==> config.mk <==
export PLATFORM = sky130hd
export DESIGN_NAME = vesa_timing_monitor
export DESIGN_NICKNAME = d
export VERILOG_FILES = /design/src/rtl/vesa_timing_monitor.sv
export SDC_FILE = /design/constraint.sdc
export NUM_CORES = 1
export LEC_CHECK = 0
export ABC_AREA = 0
export CAP_MARGIN = 20
export CORE_MARGIN = 2
export CORE_UTILIZATION = 30
export CTS_BUF_LIST = sky130_fd_sc_hd__clkbuf_16
export DETAILED_ROUTE_END_ITERATION = 12
export GPL_ROUTABILITY_DRIVEN = 0
export REMOVE_ABC_BUFFERS = 1
export SKIP_LAST_GASP = 1
export SLEW_MARGIN = 20
export SYNTH_ARGS = -nofsm -noshare
export SYNTH_HDL_FRONTEND = slang
export SYNTH_SLANG_ARGS = --single-unit
==> constraint.sdc <==
create_clock -name clk -period 1.9 [get_ports clk]
set_input_delay 0.285 -clock clk [delete_from_list [all_inputs] [get_ports clk]]
set_output_delay 0.285 -clock clk [all_outputs]
set_load 0.005 [all_outputs]
==> src/rtl/vesa_timing_monitor.sv <==
// vesa_timing_monitor
//   Downstream checker for the VESA timing generator. Measures clocks per
//   line, de-high clocks per active line, lines per frame and de-bearing
//   lines per frame. A lock FSM compares each completed frame with the
//   expected mode.
//
//   State table:
//     SEARCH | no matching frame seen yet, or the last frame mismatched
//     TRACK  | good_cnt consecutive matching frames, not yet LOCK_FRAMES
//     LOCKED | timing matches the expected mode
//
// Ports:
//   clk, rst_n              pixel clock, async active-low reset
//   hsync, vsync, de        timing generator outputs under test
//   meas_h_total            clocks per line (last complete line)
//   meas_h_active           de-high clocks of the last active line
//   meas_v_total            lines in the last complete frame
//   meas_v_active           de-bearing lines in the last complete frame
//   meas_valid              1-clk pulse when meas_* update
//   h_active_inconsistent   last frame had differing de lengths
//   locked                  timing matches the expected mode
//   lock_lost               1-clk pulse on LOCKED -> SEARCH
//   no_signal               hsync absent for TIMEOUT clocks
module vesa_timing_monitor #(
    parameter int EXP_H_TOTAL     = 1600,
    parameter int EXP_H_ACTIVE    = 1280,
    parameter int EXP_V_TOTAL     = 748,
    parameter int EXP_V_ACTIVE    = 720,
    parameter int SYNC_ACTIVE_LOW = 1,
    parameter int LOCK_FRAMES     = 3,
    parameter int TIMEOUT         = 4096,
    parameter int HW              = 12,
    parameter int VW              = 11
) (
    input  logic          clk,
    input  logic          rst_n,
    input  logic          hsync,
    input  logic          vsync,
    input  logic          de,
    output logic [HW-1:0] meas_h_total,
    output logic [HW-1:0] meas_h_active,
    output logic [VW-1:0] meas_v_total,
    output logic [VW-1:0] meas_v_active,
    output logic          meas_valid,
    output logic          h_active_inconsistent,
    output logic          locked,
    output logic          lock_lost,
    output logic          no_signal
);
    typedef enum logic [1:0] {SEARCH, TRACK, LOCKED} state_t;

    localparam int              TW      = $clog2(TIMEOUT + 1);
    localparam logic            POL     = (SYNC_ACTIVE_LOW != 0);
    localparam logic [HW-1:0]   H_MAX   = '1;
    localparam logic [VW-1:0]   V_MAX   = '1;
    localparam logic [HW-1:0]   EXP_HT  = HW'(EXP_H_TOTAL);
    localparam logic [HW-1:0]   EXP_HA  = HW'(EXP_H_ACTIVE);
    localparam logic [VW-1:0]   EXP_VT  = VW'(EXP_V_TOTAL);
    localparam logic [VW-1:0]   EXP_VA  = VW'(EXP_V_ACTIVE);
    localparam logic [TW-1:0]   TO_LAST = TW'(TIMEOUT - 1);
    localparam logic [3:0]      LOCK_N  = 4'(LOCK_FRAMES);

    // Syncs are normalised to 1 = active on the way into the first register.
    logic hs_r, hs_rr, vs_r, vs_rr, de_r, de_rr;
    logic hs_edge, vs_edge, de_rise, de_fall;

    logic [HW-1:0] h_cnt, h_line, de_cnt, h_act, h_ref;
    logic [VW-1:0] v_cnt, va_cnt;
    logic          h_armed, v_armed, ref_set, incons;
    logic [TW-1:0] to_cnt;
    logic          ns_fire;

    logic [HW-1:0] h_line_nx, h_act_nx;
    logic [VW-1:0] v_cnt_nx, va_cnt_nx;
    logic          incons_nx;

    logic [HW-1:0] snap_ht, snap_ha;
    logic [VW-1:0] snap_vt, snap_va;
    logic          snap_inc, snap_vld, snap_match;
    logic          st2_vld, st2_match;

    state_t        state;
    logic [3:0]    good_cnt;

    assign hs_edge = hs_r & ~hs_rr;
    assign vs_edge = vs_r & ~vs_rr;
    assign de_rise = de_r & ~de_rr;
    assign de_fall = ~de_r & de_rr;
    assign ns_fire = ~no_signal & ~hs_edge & (to_cnt == TO_LAST);

    // Next values include same-clock events so that a frame end coinciding
    // with an hs edge or de fall still accounts for it in the ending frame.
    always_comb begin
        h_line_nx = h_line;
        if (hs_edge && h_armed)
            h_line_nx = (h_cnt == H_MAX) ? H_MAX : h_cnt + 1'b1;
        h_act_nx  = de_fall ? de_cnt : h_act;
        incons_nx = incons | (de_fall & ref_set & (de_cnt != h_ref));
        v_cnt_nx  = (hs_edge && v_cnt != V_MAX) ? v_cnt + 1'b1 : v_cnt;
        va_cnt_nx = (de_rise && va_cnt != V_MAX) ? va_cnt + 1'b1 : va_cnt;
    end

    // All-ones on any measurement means a counter saturated: never a match.
    assign snap_match = (snap_ht == EXP_HT) && (snap_ha == EXP_HA) &&
                        (snap_vt == EXP_VT) && (snap_va == EXP_VA) && !snap_inc &&
                        (snap_ht != H_MAX) && (snap_ha != H_MAX) &&
                        (snap_vt != V_MAX) && (snap_va != V_MAX);

    always_ff @(posedge clk or negedge rst_n) begin
        if (!rst_n) begin
            {hs_r, hs_rr, vs_r, vs_rr, de_r, de_rr} <= '0;
            h_cnt   <= '0;  h_line <= '0;  de_cnt <= '0;  h_act <= '0;  h_ref <= '0;
            v_cnt   <= '0;  va_cnt <= '0;
            h_armed <= 1'b0; v_armed <= 1'b0; ref_set <= 1'b0; incons <= 1'b0;
            to_cnt  <= '0;  no_signal <= 1'b0;
            snap_ht <= '0;  snap_ha <= '0;  snap_vt <= '0;  snap_va <= '0;
            snap_inc <= 1'b0; snap_vld <= 1'b0;
            st2_vld <= 1'b0; st2_match <= 1'b0;
            meas_h_total <= '0; meas_h_active <= '0;
            meas_v_total <= '0; meas_v_active <= '0;
            meas_valid <= 1'b0; h_active_inconsistent <= 1'b0;
        end else begin
            hs_r  <= hsync ^ POL;
            vs_r  <= vsync ^ POL;
            de_r  <= de;
            hs_rr <= hs_r;
            vs_rr <= vs_r;
            de_rr <= de_r;

            if (hs_edge)            h_cnt <= '0;
            else if (h_cnt != H_MAX) h_cnt <= h_cnt + 1'b1;
            if (hs_edge) h_armed <= 1'b1;
            h_line <= h_line_nx;

            if (de_fall)                     de_cnt <= '0;
            else if (de_r && de_cnt != H_MAX) de_cnt <= de_cnt + 1'b1;
            h_act <= h_act_nx;

            if (vs_edge) begin
                snap_ht  <= h_line_nx;
                snap_ha  <= h_act_nx;
                snap_vt  <= v_cnt_nx;
                snap_va  <= va_cnt_nx;
                snap_inc <= incons_nx;
                // First frame after arming is partial; meas_* freeze during no_signal.
                snap_vld <= v_armed & ~no_signal;
                v_armed  <= 1'b1;
                v_cnt    <= '0;
                va_cnt   <= '0;
                incons   <= 1'b0;
                ref_set  <= 1'b0;
            end else begin
                snap_vld <= 1'b0;
                v_cnt    <= v_cnt_nx;
                va_cnt   <= va_cnt_nx;
                incons   <= incons_nx;
                if (de_fall && !ref_set) begin
                    h_ref   <= de_cnt;
                    ref_set <= 1'b1;
                end
            end

            st2_vld   <= snap_vld;
            st2_match <= snap_match;

            meas_valid <= st2_vld;
            if (st2_vld) begin
                meas_h_total          <= snap_ht;
                meas_h_active         <= snap_ha;
                meas_v_total          <= snap_vt;
                meas_v_active         <= snap_va;
                h_active_inconsistent <= snap_inc;
            end

            if (hs_edge) begin
                to_cnt    <= '0;
                no_signal <= 1'b0;
            end else if (ns_fire) begin
                no_signal <= 1'b1;
                h_armed   <= 1'b0;
                v_armed   <= 1'b0;
            end else if (!no_signal) begin
                to_cnt <= to_cnt + 1'b1;
            end
        end
    end

    // Frame decisions use the same stage that loads meas_*, so locked and
    // lock_lost change on the clock that meas_valid rises.
    always_ff @(posedge clk or negedge rst_n) begin
        if (!rst_n) begin
            state     <= SEARCH;
            good_cnt  <= '0;
            locked    <= 1'b0;
            lock_lost <= 1'b0;
        end else begin
            lock_lost <= 1'b0;
            if (ns_fire) begin
                if (state == LOCKED) lock_lost <= 1'b1;
                state    <= SEARCH;
                good_cnt <= '0;
                locked   <= 1'b0;
            end else if (st2_vld) begin
                unique case (state)
                    SEARCH: if (st2_match) begin
                        good_cnt <= 4'd1;
                        if (LOCK_N <= 4'd1) begin
                            state  <= LOCKED;
                            locked <= 1'b1;
                        end else begin
                            state <= TRACK;
                        end
                    end
                    TRACK: if (st2_match) begin
                        good_cnt <= good_cnt + 4'd1;
                        if (good_cnt + 4'd1 >= LOCK_N) begin
                            state  <= LOCKED;
                            locked <= 1'b1;
                        end
                    end else begin
                        state    <= SEARCH;
                        good_cnt <= '0;
                    end
                    LOCKED: if (!st2_match) begin
                        state     <= SEARCH;
                        good_cnt  <= '0;
                        locked    <= 1'b0;
                        lock_lost <= 1'b1;
                    end
                    default: state <= SEARCH;
                endcase
            end
        end
    end
endmodule
==> metrics.cfg, run 1 <==
[final_timing]
worst_clock_skew_ps = 11.7
setup_viol = 0
final_hold_viol_count = 0
min_period_over_period = 0.949

[hold_path]
hold_depth = 1

[clock_tree]
cts_tree = done
clock_sinks = 212

[grt]
grt_max_degree = 60
grt_pass1_vias = 6515
grt_antenna_before_repair = 0

[worst_setup_path]
crit_path_end_kind = flip-flop
start_kind = flip-flop
startpoint = snap_ht[0]
cp.required_ps = 2310
crit_type = reg2reg
crit_path_max_fanout = 3
ff2ff_setup_slack_ps = 100

[synth]
synth_seq_share = 0.569
area_leaders = dfrtp_1 57%, mux2_2 8.1%, nand2_1 5.7%, nor2_1 3.1%, xor2_1 2.6%
synthAoiAreaFrac = 0.0786
synth_flops = 212
logic_family = simple AND/OR/NAND/NOR gates
synthCells = 857

[cells_and_area]
clkbuf_count = 23
mi_logic_area_um2 = 3800
inv_count = 10
stdcell_count = 1350
clock_area_frac = 0.0635
logic_gates = 589

[routing]
postRouteAntennaNets = 0
dr.pass1.iters = 4

[placed_design]
placed_area_um2 = 10600
dp_cells = 1305

[run_status]
outcome = finished, final reports clean

[die]
die_area_um2 = 32500
nWellTaps = 396
floorplan.core_util = 0.305

[pwr]
p_leak_nw = 5.27
power_density_nw_per_um2 = 958

[run 1: cell usage in the layout (no fill, tap or decap), types with 13 or more instances in the layout]
cell,instances
a21oi_1,19
and3_1,16
buf_4,39
clkbuf_16,23
clkdlybuf4s50_1,54
dfrtp_1,211
inv_1,13
mux2_2,67
nand2_1,141
nand3_1,26
nand4_1,21
nor2_1,75
o21ai_0,26
xor2_1,28
[run 1: critical path: stages, from the launching register on]
cell and delay [ps]:
dfrtp_1 400, nor4b_1 360, nand4_1 140, or4_1 560, a311oi_2 250
[run 1: routing by layer]
metal,routed length (um),global-route usage,share of wire
met5,0,0,0
met4,371,0.0258,0.018
met3,888,0.0249,0.044
met2,9010,0.194,0.44
met1,10100,0.181,0.50
[run 1: flip-flops by register name (all words and copies together) (netlist names), 2 cells and up]
register / flops
snap_ha: 12
v_cnt: 11
meas_v_total: 11
to_cnt: 13
snap_ht: 12
h_act: 12
meas_h_active: 12
de_cnt: 12
snap_va: 11
state: 2
snap_vt: 11
h_ref: 12
h_line: 12
meas_v_active: 11
good_cnt: 4
va_cnt: 11
h_cnt: 12
meas_h_total: 12
[run 1: report_power, final]
| part | internal (mW) | total (mW) | leakage, nW | switching, mW |
|---|---|---|---|---|
| Combinational | 0.694 | 1.32 | 2.07 | 0.627 |
| Sequential | 4.92 | 5.25 | 2.84 | 0.328 |
| Clock | 2.48 | 4.29 | 0.369 | 1.81 |
| Total | 8.09 | 10.9 | 5.27 | 2.76 |
[run 1: repair_timing]
action	CTS	global route
endpoints found under the setup margin	0	11
endpoints found under the hold margin	54	0
hold buffers	1	0
resized	0	5
buffers inserted	0	2
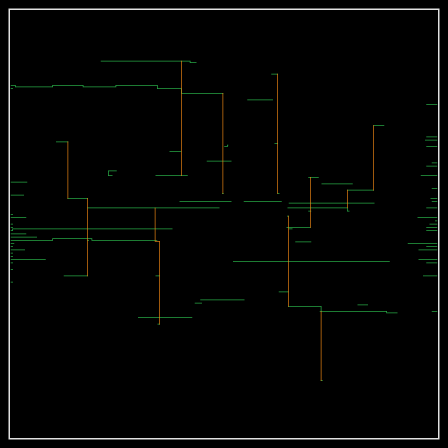
run_1/metal_stack.png
Two of the layers only.
layer	color	wire length
met3	green	889 um
met4	orange	371 um
post-DR wirelength/cell: 15.1 um
total number of vias: 6480
Post-Route WL: 20400 um
GRT Overall Usage: 0.125

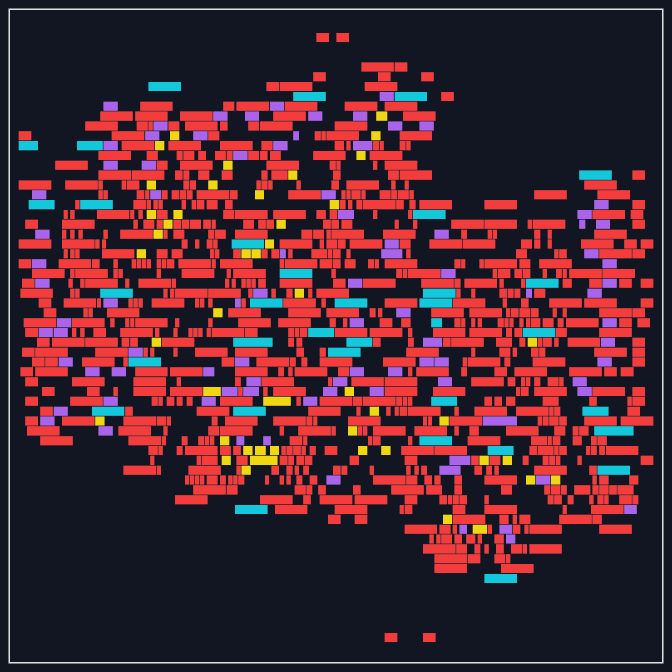
run_1/drive_strength.png
size	color	cells	share	most used
drive 1 or less	red	785	82%	dfrtp_1
drive 6 and up	cyan	34	3.6%	clkbuf_16
drive 2	purple	89	9.3%	mux2_2
drive 3 to 4	yellow	46	4.8%	buf_4

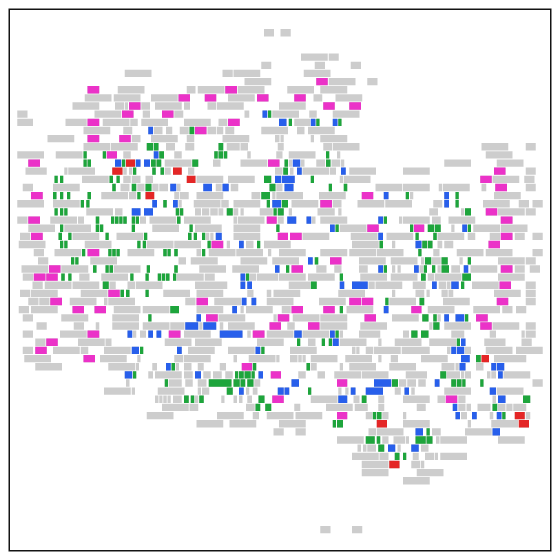
run_1/gate_families.png
family	color	cells	most used
inverting AOI/OAI gates	blue	98	o21ai_0
multiplexers	magenta	76	mux2_2
NAND gates	green	205	nand2_1
AND-OR and OR-AND gates	red	10	a22o_1
Comb area share: 0.335
dominant logic cell type in the layout: dfrtp_1

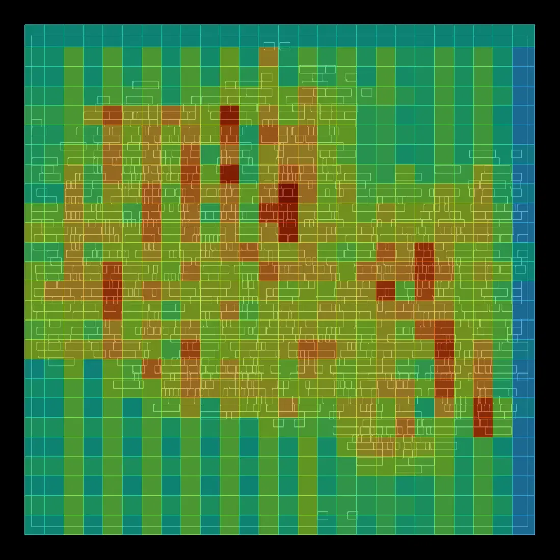
run_1/final_congestion.png
GR peak layer: met2
GR Util met2: 0.194

==> run 1 -> run 2 <==
--- a/config.mk
+++ b/config.mk
@@ -6,12 +6,14 @@
 export NUM_CORES = 1
 export LEC_CHECK = 0
 export ABC_AREA = 0
+export ABC_CLOCK_PERIOD_IN_PS = 1900
 export CAP_MARGIN = 20
 export CORE_MARGIN = 2
-export CORE_UTILIZATION = 30
+export CORE_UTILIZATION = 54
 export CTS_BUF_LIST = sky130_fd_sc_hd__clkbuf_16
 export DETAILED_ROUTE_END_ITERATION = 12
 export GPL_ROUTABILITY_DRIVEN = 0
+export PLACE_DENSITY = 0.76
 export REMOVE_ABC_BUFFERS = 1
 export SKIP_LAST_GASP = 1
 export SLEW_MARGIN = 20
==> run 2 against run 1 <==
Sequential share of layout area up 1.6 points. Combinational power about the same. Cell count down 13%. Highest routed layer unchanged. Flip-flop count unchanged. Critical path depth up 1. Sequential power about the same. Maximum frequency down 4.3%. Largest power group unchanged. Clock skew up 0.76 ps.
==> metrics.cfg, run 2 <==
[pwr]
top_power_group = sequential cells
sw_frac_of_total = 0.253  ; -0.00204
internal-power_mw = 7.78  ; -3.9%
clock_power_share = 0.373  ; -0.022
power_density_nw_per_um2 = 949  ; -0.94%
p_clk_mw = 3.88  ; -9.6%
p_comb_frac = 0.124  ; +0.002
pg_comb_mw = 1.29  ; about the same
pg_seq_mw = 5.24  ; about the same
p_seq_frac = 0.504  ; +0.020
p_leak_nw = 5.20  ; -1.3%

[routing]
routed.top_layer = met4
wl_per_cell_um = 16.1  ; +6.6%
met3WireLength_um = 1020  ; +15%
route.met2.wl_um = 8520  ; -5.5%
met1_length_um = 8890  ; -12%
vias = 6455  ; -0.39%
dr.pass1.iters = 4  ; unchanged

[worst_setup_path]
start_kind = flip-flop
startpoint = snap_ht[8]
crit_type = reg2reg
crit_path_max_fanout = 2  ; -1
cp.required_ps = 2300  ; about the same
cpPeakStageDelay_ps = 560  ; about the same
crit_path_end_kind = flip-flop
slowest_stage = or4_4

[cells_and_area]
logic_gates = 589  ; unchanged
clock_area_frac = 0.0585  ; -0.00496
layout_top_cells = 211 x dfrtp_1, 141 x nand2_1, 75 x nor2_1, 67 x mux2_2, 54 x clkdlybuf4s50_1
comb_area_share = 0.347  ; +0.0121
largest_register_ffs = 13  ; unchanged
clkbuf_count = 23  ; unchanged
inv_count = 10  ; unchanged
top_register = to_cnt
layout_top_cell = dfrtp_1
mi_logic_area_um2 = 3810  ; +0.26%

[clock_tree]
cts_tree = done
clock_sinks = 212  ; unchanged

[final_timing]
worst_clock_skew_ps = 12.5  ; +0.760 ps
min_period_over_period = 0.991  ; +0.0428
final_hold_viol_count = 0  ; unchanged
setup_viol = 0  ; unchanged

[grt]
grt_max_degree = 62  ; +3.3%
grt_usage = 0.213  ; +0.0884
grt_antenna_before_repair = 0  ; unchanged
grt_pass1_vias = 6333  ; -2.8%

[die]
die_area_um2 = 18300  ; -44%
floorplan.core_util = 0.545  ; +0.240
core_area_um2 = 17100
nWellTaps = 225  ; -43%

[synth]
area_leaders = dfrtp_1 57%, mux2_2 8.1%, nand2_1 5.7%, nor2_1 3.1%, xor2_1 2.6%
yosys_area_um2 = 9330
synth_flops = 212  ; unchanged

[hold_path]
hold_depth = 1  ; unchanged

[run_status]
outcome = finished, final reports clean

[placed_design]
dp_cells = 1129  ; -13%

run 2: cell counts after synthesis:
No cell type changed its count.
run 2: per-layer routing:
layer / global-route usage / up-vias
met2: 0.338 / 128
met1: 0.306 / 3166
li1: - / 3131
met5: 0 / -
met3: 0.0441 / 30
met4: 0.0515 / 0
run 2: cell families (layout without fill, tap and decap cells):
| group | after synthesis | count (layout) | share of synthesized area |
|---|---|---|---|
| adders and majority gates | 10 | 10 | 0.0134 |
| AOI/OAI and AO/OA | 108 | 108 | 0.0786 |
| muxes | 76 | 76 | 0.0906 |
| buffers and inverters | 56 | 143 | 0.0272 |
| DFF | 212 | 212 | 0.569 |
| xor gates and xnor gates | 37 | 37 | 0.0348 |
| and+or+nand+nor | 358 | 358 | 0.187 |
run 2: what timing repair did:
action / 4_1_cts / 5_1_grt
buffers inserted: 0 / 1
resized: 5 / 2
hold buffers: 1 / 0
pin swaps: 1 / 1
setup endpoints to repair: 2 / 6
endpoints found under the hold margin: 44 / 0
run 2: metrics by stage:
| stage | hold slack, ps | TNS (ps) | power, mW | cell area (um^2) | util |
|---|---|---|---|---|---|
| after floorplan | -10.6 | -42670 | 5.91 | 9110 | - |
| after global placement | 196 | -69.2 | 6.56 | 10300 | 0.601 |
| after detailed placement | 193 | -38.6 | 6.60 | 10300 | 0.601 |
| after CTS | 213 | -2.06 | 10.5 | 11000 | 0.640 |
| after global routing | 218 | -54.3 | 10.8 | 11000 | 0.641 |
| final | 224 | 0 | 10.4 | 11000 | 0.641 |
run 2: critical path, delay by kind of cell, from the launching register on:
family,cells,cell delay (ps)
AND/OR/NAND/NOR,3,980
buffers and inverters,1,160
AND-OR/OR-AND,1,250
flip-flops,1,390
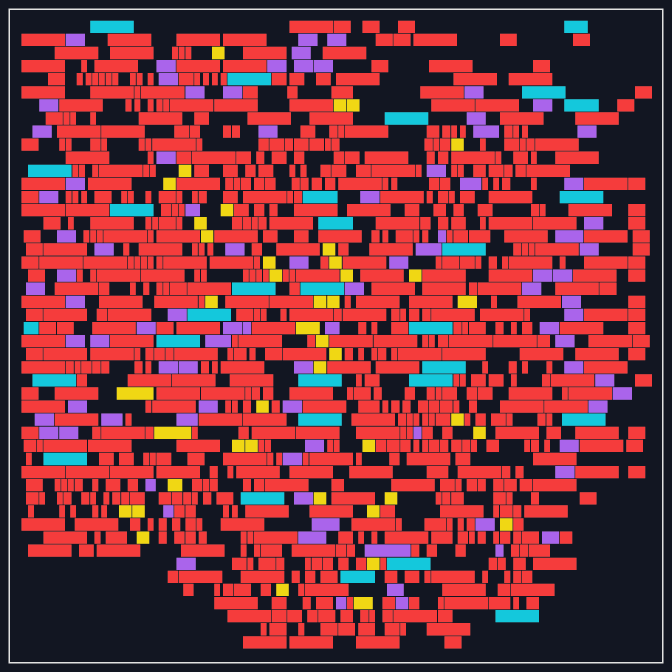
run_2/drive_strength.png
size	color	cells	share	most used
drive 6 and up	cyan	29	3.1%	clkbuf_16
drive 3 to 4	yellow	42	4.4%	buf_4
drive 1 or less	red	784	83%	dfrtp_1
drive 2	purple	89	9.4%	mux2_2

==> run 2 -> run 3 <==
--- a/config.mk
+++ b/config.mk
@@ -6,14 +6,14 @@
 export NUM_CORES = 1
 export LEC_CHECK = 0
 export ABC_AREA = 0
-export ABC_CLOCK_PERIOD_IN_PS = 1900
 export CAP_MARGIN = 20
 export CORE_MARGIN = 2
-export CORE_UTILIZATION = 54
+export CORE_UTILIZATION = 48
 export CTS_BUF_LIST = sky130_fd_sc_hd__clkbuf_16
+export CTS_CLUSTER_DIAMETER = 100
 export DETAILED_ROUTE_END_ITERATION = 12
 export GPL_ROUTABILITY_DRIVEN = 0
-export PLACE_DENSITY = 0.76
+export PLACE_DENSITY = 0.69
 export REMOVE_ABC_BUFFERS = 1
 export SKIP_LAST_GASP = 1
 export SLEW_MARGIN = 20
==> run 3 against run 2 <==
Core utilization shrank 5.2 points. Clock skew grew 4.0 ps. Flip-flop count is the same. Synthesized cell count is the same. Non-clock buffer count grew 2. Maximum frequency grew 3.3%. Setup slack gained 59 ps. Clock power grew 12%. Synthesized area is the same. Count of clock-buffer cells in the layout is the same. Power grew 4.6%. Critical path type unchanged. Critical endpoint is now snap_ht[6]. Largest cell class unchanged.
==> metrics.cfg, run 3 <==
[die]
fp-row-count = 50
dieWidth_um = 143
io_pins = 56
die_area_um2 = 20600  ; +12%
floorplan.core_util = 0.494  ; -0.0512
core_area_um2 = 18900  ; +10%

[final_timing]
finalSetupTns_ps = 0  ; unchanged
setup_viol = 0  ; unchanged
worst_clock_skew_ps = 16.5  ; +3.96 ps
min_period_over_period = 0.960  ; -0.0313
max_freq_mhz = 548

[pwr]
pg_comb_mw = 1.29  ; about the same
internal-power_mw = 8.22  ; +5.6%
p_clk_mw = 4.35  ; +12%
p_seq_frac = 0.482  ; -0.022
pg_seq_mw = 5.25  ; about the same
p_comb_frac = 0.119  ; -0.005
clock_power_share = 0.399  ; +0.026
p_leak_nw = 5.25  ; +0.82%
sw_frac_of_total = 0.245  ; -0.00720

[cells_and_area]
top_register = to_cnt
layout_top_cells = 211 x dfrtp_1, 141 x nand2_1, 76 x nor2_1, 67 x mux2_2, 54 x clkdlybuf4s50_1
largest_register_ffs = 13  ; unchanged
layout_top_cell = dfrtp_1
drive_above_1_share = 0.175
mi_logic_area_um2 = 3800  ; -0.20%

[routing]
vias = 6453  ; -0.031%
route.met2.wl_um = 8320  ; -2.3%
met3WireLength_um = 838  ; -18%
met1_length_um = 9380  ; +5.6%
dr.pass1.iters = 4  ; unchanged
routed.top_layer = met4

[worst_setup_path]
start_kind = flip-flop
cp.required_ps = 2280  ; -20 ps
crit_type = reg2reg
crit_path_max_fanout = 4  ; +2
startpoint = h_cnt[0]
arrival_ps = 2200
crit_path_end_kind = flip-flop

[grt]
grt_pass1_vias = 6288  ; -0.71%
use_met1 = 0.287  ; -0.0194
grt_max_degree = 51  ; -18%
top_usage_layer = met2
grt_antenna_before_repair = 0  ; unchanged

[placed_design]
dp_cells = 1167  ; +3.4%

[run_status]
outcome = finished, final reports clean

[clock_tree]
post_cts_buffers = 0  ; unchanged
clk_pin_slew_ps = 60
cts_tree = done
clock_sinks = 212  ; unchanged

[synth]
synth_flops = 212  ; unchanged
yosys_warnings = 0
area_leaders = dfrtp_1 57%, mux2_2 8.1%, nand2_1 5.7%, nor2_1 3.1%, xor2_1 2.6%

[hold_path]
hold_class = in2reg

==> run 3: area by class of cell <==
type	instances	area share
well taps	260	0.0292
clock buffers	23	0.0517
repair buffers	97	0.0829
inverters	10	0.00337
clock inverters	18	0.0147
multi-input cells	589	0.341
flip-flops and latches	212	0.477
==> run 3: per-stage QoR <==
| step | setup slack (ps) | power [mW] | hold slack [ps] | area, um^2 |
|---|---|---|---|---|
| floorplan | -1310 | 5.91 | -10.6 | 9110 |
| global placement | -110 | 6.59 | 222 | 10400 |
| detailed placement | -109 | 6.62 | 221 | 10400 |
| CTS | 4.49 | 11.0 | 227 | 11100 |
| global route | -7.38 | 11.4 | 223 | 11100 |
| finish | 75.8 | 10.9 | 237 | 11100 |
==> run 3: critical path: stages (launching register included) <==
cell and delay (ps):
dfrtp_1 380, ha_1 210, and4_1 270, buf_4 160, nand2_1 90, mux2i_2 240, o21ai_1 100, mux2_2 260
==> run 3: worst paths after layout <==
| kind | end | slack, ps | cells after the start |
|---|---|---|---|
| worst max-delay path | snap_ht[6] | 80 | 7 |
| worst min-delay path | de_r | 240 | 1 |
| worst max register to register | snap_ht[6] | 80 | 7 |
| worst min register to register | st2_vld | 350 | 0 |
| max in group asynchronous | snap_ha[9] | 1000 | 3 |
| min in group asynchronous | meas_h_active[11] | 290 | 2 |
==> run 3: kinds of logic after synthesis <==
family                   count (synthesis)  share of synthesized area
adder cells (fa/ha/maj)                 10                     0.0134
multiplexers                            76                     0.0906
XOR/XNOR                                37                     0.0348
AND-OR/OR-AND                          108                     0.0786
AND/OR/NAND/NOR                        358                      0.187
buffers and inverters                   56                     0.0272
flip-flops                             212                      0.569
==> run 3: what timing repair did <==
action	in CTS	in global routing
cloned	0	0
setup endpoints to repair	1	5
hold buffers	1	0
pin swaps	0	2
gates resized	1	4
hold endpoints to repair	43	0
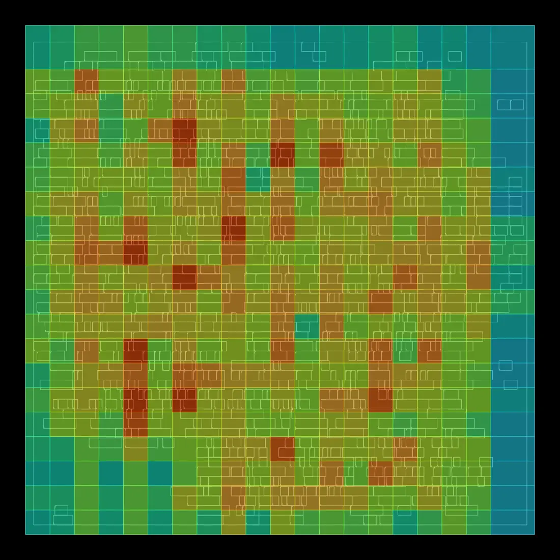
run_3/final_congestion.png
Util after Layout: 0.589
GR Util met2: 0.292
post-DR wirelength/cell: 15.4 um
met3 Use GR: 0.0290
GRT Overall Usage: 0.189

Power figures rest on the tool's default switching activity, not on a simulated workload.
